Design instr_fetch_unit, sky130hd; sources not shown.
### Metal 1

Supply wires on this layer in gray.
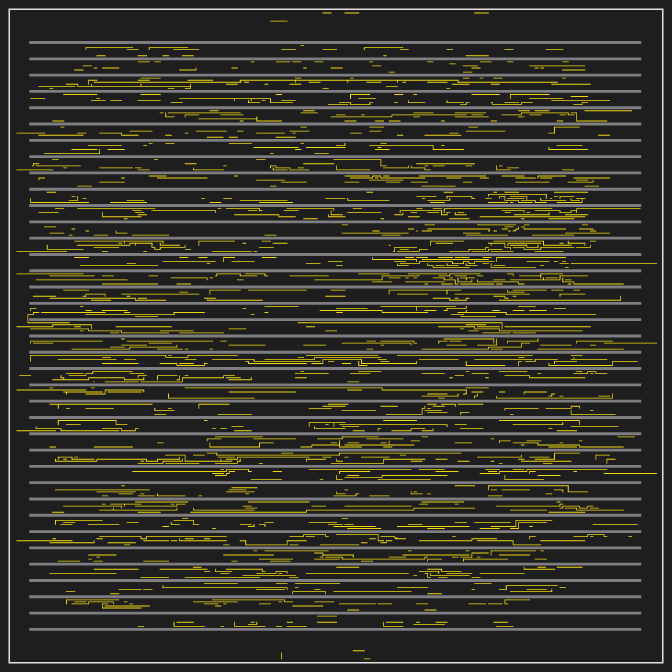
main direction = horizontal
wire length on this layer = 4700 µm
share of all routed wire = 43%
longest straight run = 36.3 µm
drt total wl: 10.8 mm
met1 usage in global routing: 0.248

### Routing congestion map

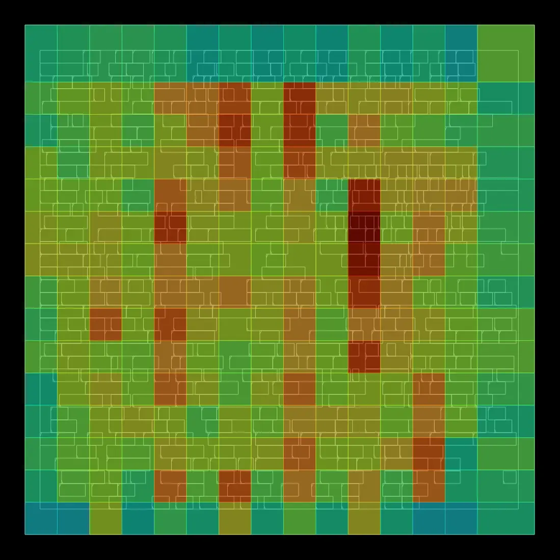
GR Layer Usage met3: 0.0503
total global-route track usage: 0.193

### Metal 4

Bar = 20 µm. Supply wires on this layer in gray. Cells faint in the background.
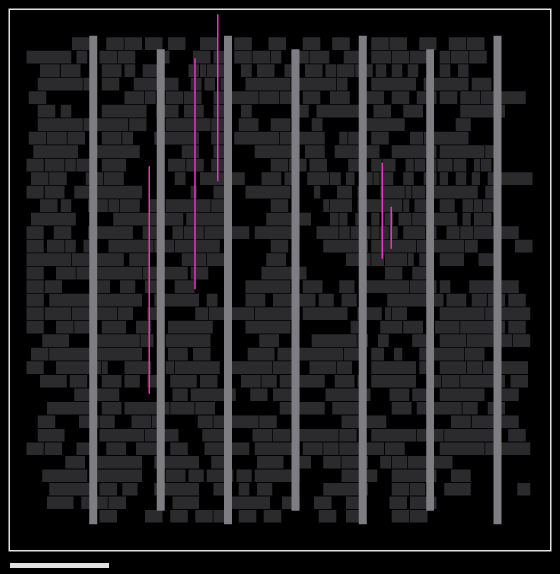
share of all routed wire = 1.4%
nets with wire on the layer = 4
main direction = vertical
longest straight run = 46.2 µm
wire length on this layer = 152 µm
total vias in the final route: 3320

### Cells colored by class

Bar = 20 µm. Fill, decap, tap and diode cells in gray.
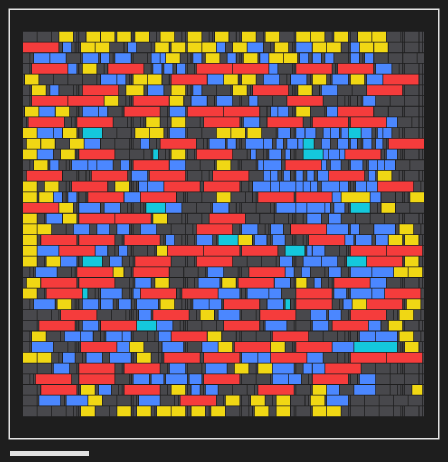
red -> flip-flops  # cells 109
yellow -> other buffers and delay cells  # cells 140
blue -> all other logic  # cells 240
cyan -> clock drivers and dummy loads  # cells 15
fraction of standard cell area that is sequential: 0.408
number of standard-cell rows in the floorplan: 36
finished layout cell area: 6680 µm²
Final Util: 0.668
area of the core: 10000 µm²

==> flow_metrics.env <==
# implementation run metrics
export IMPL_ys_flop_type="sky130_fd_sc_hd__dfrtp_1"
export IMPL_placed_standard_cell_area_um2=6480
export IMPL_whs_path_depth=1
export IMPL_timing_critical_path_slowest_cell_delay_ps=620
export IMPL_worst_endpoint_arrival_ps=4490
export IMPL_category_of_the_critical_setup_timing_path="input pin to primary output"
export IMPL_post_synth_main_area_contributors="sky130_fd_sc_hd__dfrtp_1, sky130_fd_sc_hd__mux2_2, sky130_fd_sc_hd__mux2_4"
export IMPL_cap_viol_max_count=0
export IMPL_grt_ovfl_total=0
export IMPL_openroad_warnings=28
export IMPL_required_time_of_the_critical_path_ps=4780
export IMPL_routed_length_per_placed_instance_um=17.0
export IMPL_routabilityCongestion=0.779
export IMPL_clockBufferDepth=2
export IMPL_cpMostUsedCell="sky130_fd_sc_hd__clkdlybuf4s50_1"
export IMPL_netlist_instances=367
export IMPL_synth_cell_type_count=39
export IMPL_hold_ws_ps=415
export IMPL_drtIter0Drc=110
export IMPL_post_cts_hold_buffer_count=0
export IMPL_setup_total_negative_slack_ps=0
export IMPL_insertedDiodeCount=0
export IMPL_tritoncts="yes"
export IMPL_run_status="finished, final reports clean"
export IMPL_grt_first_pass_wirelength_mm=17.7
export IMPL_numPlacedInstances=621
export IMPL_timing_critical_path_cells="clkdlybuf4s50_1, xnor2_1, nand4_1, nor4_2, and4b_1, buf_12, and2_1, clkdlybuf4s50_1"
export IMPL_grt_max_degree=59
export IMPL_mappedNetlistArea_um2=5070
export IMPL_cp_end_kind="primary output"
export IMPL_die_extent_in_y_um=109
export IMPL_power_leakage_nw=2.86
export IMPL_critical_path_slowest_stage_cell="sky130_fd_sc_hd__clkdlybuf4s50_1"
export IMPL_power_density_cell_area_nw_per_um2=400
export IMPL_min_path_type="flop to flop"
export IMPL_clock_latency_ps=360
export IMPL_clock_power_share=0.140
export IMPL_yosys_stat_area_um2=5070
export IMPL_p_switching_mw=0.894
export IMPL_port_buffers=136
export IMPL_pwr_share_comb=0.430
export IMPL_mostFrequentLayoutCells="sky130_fd_sc_hd__clkdlybuf4s50_1, sky130_fd_sc_hd__dfrtp_1, sky130_fd_sc_hd__mux2_2"
==> synth_stat cells (2+ instances only) <==
master / n
sky130_fd_sc_hd__nor3_1: 5
sky130_fd_sc_hd__or2_2: 2
sky130_fd_sc_hd__nand2b_1: 2
sky130_fd_sc_hd__o211ai_1: 4
sky130_fd_sc_hd__ha_1: 4
sky130_fd_sc_hd__o21ai_0: 9
sky130_fd_sc_hd__xnor2_1: 31
sky130_fd_sc_hd__nor4_1: 3
sky130_fd_sc_hd__nand3b_1: 6
sky130_fd_sc_hd__nand2_1: 3
sky130_fd_sc_hd__clkbuf_1: 11
sky130_fd_sc_hd__mux2_2: 67
sky130_fd_sc_hd__and2_1: 34
sky130_fd_sc_hd__buf_12: 4
sky130_fd_sc_hd__o31ai_1: 4
sky130_fd_sc_hd__inv_1: 6
sky130_fd_sc_hd__buf_6: 2
sky130_fd_sc_hd__nand3_1: 4
sky130_fd_sc_hd__nand4_1: 7
sky130_fd_sc_hd__dfrtp_1: 109
sky130_fd_sc_hd__nor2_1: 3
sky130_fd_sc_hd__mux2_4: 28
sky130_fd_sc_hd__and3_1: 3
==> per-layer routing <==
| layer | vias up | wire length (µm) | track usage |
|---|---|---|---|
| met1 | 1688 | 4700 | 0.248 |
| met4 | 0 | 152 | 0.0550 |
| met5 | - | 0 | 0 |
| li1 | 1546 | - | - |
| met3 | 13 | 487 | 0.0503 |
| met2 | 73 | 5500 | 0.323 |
==> cell families after synthesis <==
logic type | count (synthesis) | synth area share
AND-OR/OR-AND | 23 | 0.0304
XOR/XNOR | 32 | 0.0553
adder cells (fa/ha/maj) | 4 | 0.00987
buffers and inverters | 24 | 0.0338
flip-flops | 109 | 0.538
multiplexers | 95 | 0.232
AND/OR/NAND/NOR | 80 | 0.101
==> worst max-delay path: cells and delay by family <==
family	cells	cell delay, ps
simple gates	4	970
buf+inv	3	1290
xor+xnor	1	140
==> power by group through the flow <==
stage / logic, mW / registers, mW / clock network, mW
floorplan: 0.688 / 1.23 / 0
global placement: 1.13 / 1.15 / 0
detailed placement: 1.15 / 1.16 / 0
CTS: 1.16 / 1.15 / 0.386
global route: 1.24 / 1.19 / 0.405
finish: 1.15 / 1.15 / 0.373
==> layout make-up <==
class | count | area share
Inverter | 6 | 0.00337
Clock buffer | 12 | 0.0202
Timing Repair Buffer | 140 | 0.210
Tap cell | 133 | 0.0249
Multi-Input combinational cell | 234 | 0.326
Sequential cell | 109 | 0.408
Clock inverter | 3 | 0.00693
==> what timing repair did <==
action,4_1_cts,5_1_grt
setup buffers,0,1
resized,0,2
setup endpoints to repair,0,32
Power figures rest on the tool's default switching activity, not on a simulated workload.
